--- config.mk ---
export PLATFORM = sky130hd
export DESIGN_NAME = vga_fb_arbiter
export DESIGN_NICKNAME = d
export VERILOG_FILES = /design/src/rtl/vga_pkg.sv /design/src/rtl/rr_arbiter2.sv /design/src/rtl/vga_fb_arbiter.sv
export SDC_FILE = /design/constraint.sdc
export NUM_CORES = 1
export LEC_CHECK = 0
export CAP_MARGIN = 20
export CORE_MARGIN = 2
export CORE_UTILIZATION = 38
export DETAILED_ROUTE_END_ITERATION = 10
export PLACE_DENSITY = 0.89
export SYNTH_ARGS = -nofsm -noshare
export SYNTH_HDL_FRONTEND = slang
export SYNTH_SLANG_ARGS = --single-unit
export TNS_END_PERCENT = 1
--- constraint.sdc ---
create_clock -name clock -period 8.4 [get_ports clock]
set_input_delay 1.68 -clock clock [delete_from_list [all_inputs] [get_ports clock]]
set_output_delay 1.68 -clock clock [all_outputs]
set_load 0.05 [all_outputs]
--- src/rtl/vga_pkg.sv ---
// Shared constants and types for the VGA frame-buffer arbiter.
//   H_ACTIVE/V_ACTIVE : visible screen size in screen pixels
//   FB_W/FB_H/FB_SIZE : frame-buffer geometry (one fb pixel = 4x4 screen pixels)
//   ADDR_W/DATA_W     : frame-buffer address and colour word widths
//   PIX_SHIFT         : screen-to-fb coordinate shift (divide by 4)
//   slot_e            : position of the current clock within a pixel period
package vga_pkg;

    localparam int H_ACTIVE  = 640;
    localparam int V_ACTIVE  = 480;
    localparam int FB_W      = 160;
    localparam int FB_H      = 120;
    localparam int FB_SIZE   = FB_W * FB_H;
    localparam int ADDR_W    = 15;
    localparam int DATA_W    = 8;
    localparam int PIX_SHIFT = 2;

    typedef enum logic [1:0] {
        SLOT_DISP = 2'd0,
        SLOT_W1   = 2'd1,
        SLOT_W2   = 2'd2,
        SLOT_W3   = 2'd3
    } slot_e;

endpackage

--- src/rtl/rr_arbiter2.sv ---
// Two-requester round-robin arbiter with an enable.
//   clk_i, rst_ni : clock and asynchronous active-low reset
//   en_i          : grants are only issued while high
//   req_i[1:0]    : request vector (bit n = requester n)
//   gnt_o[1:0]    : one-hot (or zero) grant, combinational from req_i
// The pointer remembers who was granted last; after reset it says
// "requester 1", so requester 0 wins the first contention.
module rr_arbiter2 (
    input  logic       clk_i,
    input  logic       rst_ni,
    input  logic       en_i,
    input  logic [1:0] req_i,
    output logic [1:0] gnt_o
);

    logic last_q;
    logic last_d;

    always_comb begin
        gnt_o  = 2'b00;
        last_d = last_q;
        if (en_i) begin
            case (req_i)
                2'b01:   gnt_o = 2'b01;
                2'b10:   gnt_o = 2'b10;
                2'b11:   gnt_o = last_q ? 2'b01 : 2'b10;
                default: gnt_o = 2'b00;
            endcase
        end
        // Pointer moves only when somebody actually gets the slot.
        if (gnt_o != 2'b00) begin
            last_d = gnt_o[1];
        end
    end

    always_ff @(posedge clk_i or negedge rst_ni) begin
        if (!rst_ni) begin
            last_q <= 1'b1;
        end else begin
            last_q <= last_d;
        end
    end

endmodule

--- src/rtl/vga_fb_arbiter.sv ---
// Time-slot scheduler for a single-port frame buffer shared by VGA
// scan-out and two pixel writers. The clock runs at 4x the pixel rate;
// the pix_tick cycle is slot 0 and belongs to display fetch during
// active video, every other cycle is a writer slot.
//   clock, reset_n        : system clock, asynchronous active-low reset
//   pix_tick, video       : slot-0 marker and active-area flag
//   hcount, vcount        : screen coordinates of the pixel being fetched
//   reqN/addrN/wdataN     : writer request, held until gntN
//   gntN                  : one-cycle grant, write issued in the same cycle
//   mem_en/we/addr/wdata  : frame-buffer port (combinational)
//   mem_rdata             : read data, one cycle after a read
//   pix_color             : registered colour for the display path
//   err                   : sticky flag, out-of-range write attempted
module vga_fb_arbiter
    import vga_pkg::*;
(
    input  logic              clock,
    input  logic              reset_n,
    input  logic              pix_tick,
    input  logic              video,
    input  logic [9:0]        hcount,
    input  logic [9:0]        vcount,
    input  logic              req0,
    input  logic              req1,
    input  logic [ADDR_W-1:0] addr0,
    input  logic [ADDR_W-1:0] addr1,
    input  logic [DATA_W-1:0] wdata0,
    input  logic [DATA_W-1:0] wdata1,
    output logic              gnt0,
    output logic              gnt1,
    output logic              mem_en,
    output logic              mem_we,
    output logic [ADDR_W-1:0] mem_addr,
    output logic [DATA_W-1:0] mem_wdata,
    input  logic [DATA_W-1:0] mem_rdata,
    output logic [DATA_W-1:0] pix_color,
    output logic              err
);

    slot_e             slot_q, slot_d, cur_slot;
    logic              rd_pend_q, rd_pend_d;
    logic [DATA_W-1:0] pix_color_q, pix_color_d;
    logic              err_q, err_d;

    logic              disp;
    logic              blank_tick;
    logic              arb_en;
    logic [1:0]        gnt;
    logic [ADDR_W-1:0] disp_addr;
    logic [ADDR_W-1:0] wr_addr;
    logic [DATA_W-1:0] wr_data;
    logic              wr_in_range;

    // Slot counter: loads W1 after a tick and saturates at W3, so if ticks
    // stop every cycle is a writer slot. The counter never holds SLOT_DISP,
    // so only the tick itself can select the display slot.
    always_comb begin
        cur_slot = pix_tick ? SLOT_DISP : slot_q;
        if (pix_tick) begin
            slot_d = SLOT_W1;
        end else if (slot_q == SLOT_W3) begin
            slot_d = SLOT_W3;
        end else begin
            slot_d = slot_e'(slot_q + 2'd1);
        end
    end

    // Outputs are gated with reset_n so nothing is issued while held in reset.
    assign disp       = reset_n && (cur_slot == SLOT_DISP) && video;
    assign blank_tick = (cur_slot == SLOT_DISP) && !video;
    assign arb_en     = reset_n && !disp;

    rr_arbiter2 u_arb (
        .clk_i  (clock),
        .rst_ni (reset_n),
        .en_i   (arb_en),
        .req_i  ({req1, req0}),
        .gnt_o  (gnt)
    );

    assign gnt0 = gnt[0];
    assign gnt1 = gnt[1];

    // Screen -> fb coordinate, full-width arithmetic then truncated.
    assign disp_addr = ADDR_W'(32'(vcount >> PIX_SHIFT) * 32'(FB_W)
                              + 32'(hcount >> PIX_SHIFT));

    assign wr_addr     = gnt[1] ? addr1  : addr0;
    assign wr_data     = gnt[1] ? wdata1 : wdata0;
    assign wr_in_range = 32'(wr_addr) < 32'(FB_SIZE);

    // An out-of-range write is still granted (so the writer moves on) but
    // the port stays idle for that cycle.
    always_comb begin
        mem_en    = 1'b0;
        mem_we    = 1'b0;
        mem_addr  = '0;
        mem_wdata = '0;
        if (disp) begin
            mem_en   = 1'b1;
            mem_addr = disp_addr;
        end else if ((gnt != 2'b00) && wr_in_range) begin
            mem_en    = 1'b1;
            mem_we    = 1'b1;
            mem_addr  = wr_addr;
            mem_wdata = wr_data;
        end
    end

    always_comb begin
        rd_pend_d   = disp;
        err_d       = err_q | ((gnt != 2'b00) && !wr_in_range);
        pix_color_d = pix_color_q;
        if (rd_pend_q) begin
            pix_color_d = mem_rdata;
        end
        // A blanking tick is the newer event, so it wins over a late capture.
        if (blank_tick) begin
            pix_color_d = '0;
        end
    end

    always_ff @(posedge clock or negedge reset_n) begin
        if (!reset_n) begin
            slot_q      <= SLOT_W3;
            rd_pend_q   <= 1'b0;
            pix_color_q <= '0;
            err_q       <= 1'b0;
        end else begin
            slot_q      <= slot_d;
            rd_pend_q   <= rd_pend_d;
            pix_color_q <= pix_color_d;
            err_q       <= err_d;
        end
    end

    assign pix_color = pix_color_q;
    assign err       = err_q;

endmodule

**Cells colored by class**

Drawn at 4 px/um. Fill, decap, tap and diode cells in gray.
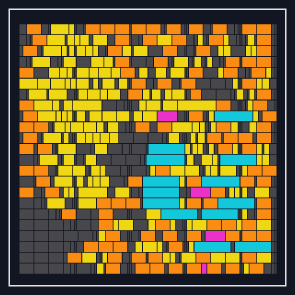
flops: marked cyan, cells 13, share of their area 12%. clock drivers and dummy loads: marked magenta, cells 4, share of their area 1.7%. combinational and other logic: marked yellow, cells 179, share of their area 45%. other buffers and delay cells: marked orange, cells 112, share of their area 41%.

==> run summary <==
outcome -> complete, no violations
vias per std cell -> 5.028
Post-CTS Setup Inserts -> 0
final hold viol count -> 0
Total GRT Usage -> 0.2242
pre-CTS setup slack -> 1.683 ns
fmax -> 149.6 MHz
Yosys top cell by area -> dfrtp_1
Fillers -> 337
Leak Pwr -> 1.220 nW
crit path max fanout -> 3
Tightest Pin Transition -> 0.7131 ns
Min Clock Period, post-route -> 6.686 ns
Worst Setup Slack, final -> 1.714 ns
Vias -> 1800
final number of setup-violating endpoints -> 0
Num CTS Buffers -> 3
Port Buffers -> 111
initial antenna violation count -> 0
unrepaired setup endpoints after global routing -> false
max incr delay on CP -> 0.84 ns
asr flop ratio synth -> 1.000
routed wire length -> 5.071 mm
Yosys top cell by instances -> nand2_1
Flop pwr share -> 0.225
Worst-path clk slew -> 0.05 ns
CP Launch Type -> primary input
die height -> 68.74 um
synthesis-to-layout area growth -> 74.55%
number of enable flip-flop cells -> 0
Antenna Violating Nets Remaining -> 0
Netlist cell types -> 41
Max IR drop VDD -> 0.00006299 V
yosys stat area -> 1593 um2
hpwl dp -> 4.216 mm
PostCTS Resize Cnt -> 0
TritonCTS sink count -> 13
CTS root buf -> clkbuf_8
CP Class -> primary input to primary output
num ports -> 116
**Cell placement**

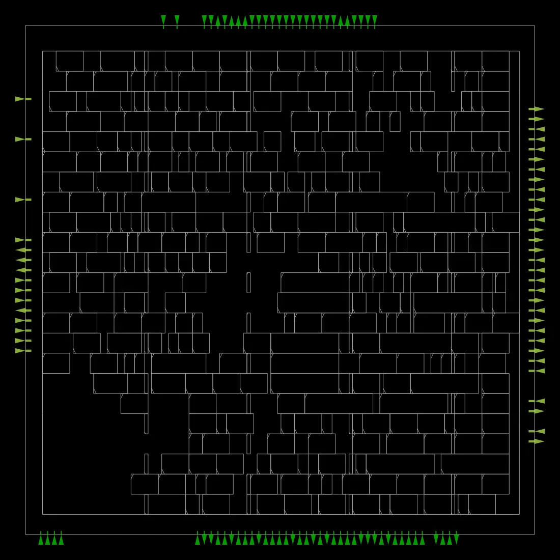
core area: 4029 um2
final core area utilization: 0.6901
Rows: 23

[cells by family (layout without fill, tap and decap cells)]
group | Yosys count | count (layout) | share of synthesized area
and+or+nand+nor | 65 | 65 | 0.1878
DFF | 13 | 13 | 0.2066
adders and majority gates | 17 | 17 | 0.1430
AOI/OAI and AO/OA | 48 | 48 | 0.1940
buffers and inverters | 20 | 130 | 0.05733
xor gates and xnor gates | 11 | 11 | 0.06049
muxes | 24 | 24 | 0.1508
[sequential cells by signal, summed over array words and instances, names as in the netlist]
register	flops
u_arb.last_q	1
rd_pend_q	1
pix_color	8
slot_q	2
err	1
[worst reg2reg max path, cell delays in order (launching register included)]
cell and delay, ns:
dfstp_2 0.37, o21bai_2 0.17, inv_2 0.08, o2111ai_4 0.18, buf_4 0.38, o21ai_1 0.16, a21o_1 0.17
[layer usage]
metal | up-vias | GRT usage | share of wire
li1 | 925 | - | -
met1 | 813 | 0.2532 | 0.40
met2 | 56 | 0.4279 | 0.52
met3 | 6 | 0.03571 | 0.067
met4 | 0 | 0.06618 | 0.010
met5 | - | 0 | 0
[final timing paths]
| check | startpoint | cells after the start | slack, ns | endpoint |
|---|---|---|---|---|
| worst max-delay path | vcount[3] | 11 | 1.71 | mem_addr[14] |
| min in group asynchronous | reset_n | 1 | 1.86 | pix_color[6] |
| max in group asynchronous | reset_n | 1 | 6.09 | pix_color[1] |
| worst min register to register | slot_q[0] | 1 | 0.47 | slot_q[0] |
| worst min-delay path | slot_q[0] | 1 | 0.47 | slot_q[0] |
| worst max register to register | slot_q[0] | 6 | 6.78 | err |
[cell usage in the layout (no fill, tap or decap), types with 2 or more instances in the layout]
master           synthesis  layout
nor2b_1                  5       5
a21o_1                   2       2
dfstp_2                  3       3
a211oi_1                 2       2
ha_1                    15      15
nor3_1                   2       2
a21oi_1                 13      13
nor2_1                  16      16
mux2i_1                 24      24
fa_1                     2       2
clkdlybuf4s50_1          0     111
inv_1                   12      12
clkbuf_8                 0       3
nand3_1                  2       2
o22ai_1                 10      10
o21ai_0                 11      11
nand2_1                 32      32
dfrtp_1                 10      10
xnor2_1                  6       6
o21ai_1                  2       2
xor2_1                   5       5
[layout make-up]
class,instances,area (um2),share of cell area
multi-input combinational,165,1172,0.4217
timing repair buffer,112,1119,0.4023
sequential,13,329.1,0.1184
tap,50,62.56,0.02250
inverter,14,52.55,0.01890
clock buffer,4,45.04,0.01620
[metrics by stage]
stage	util	total power [mW]	area [um2]	hold WS, ns	instances
2_1_floorplan	-	0.1950	1593	0.4274	198
3_3_place_gp	0.6789	0.2682	2735	0.4322	354
3_5_place_dp	0.6789	0.2727	2735	0.4632	354
4_1_cts	0.6901	0.3297	2780	0.4762	358
5_1_grt	0.6901	0.3508	2780	0.4901	358
6_report	0.6901	0.3282	2780	0.4715	358
[power by group through the flow]
stage          clock (mW)  sequential, mW  combinational [mW]
2_1_floorplan           0          0.0856               0.109
3_3_place_gp            0          0.0744               0.194
3_5_place_dp            0          0.0747               0.198
4_1_cts            0.0572          0.0737               0.199
5_1_grt            0.0619          0.0745               0.214
6_report           0.0564          0.0738               0.198
Power and IR drop assume default switching activity.
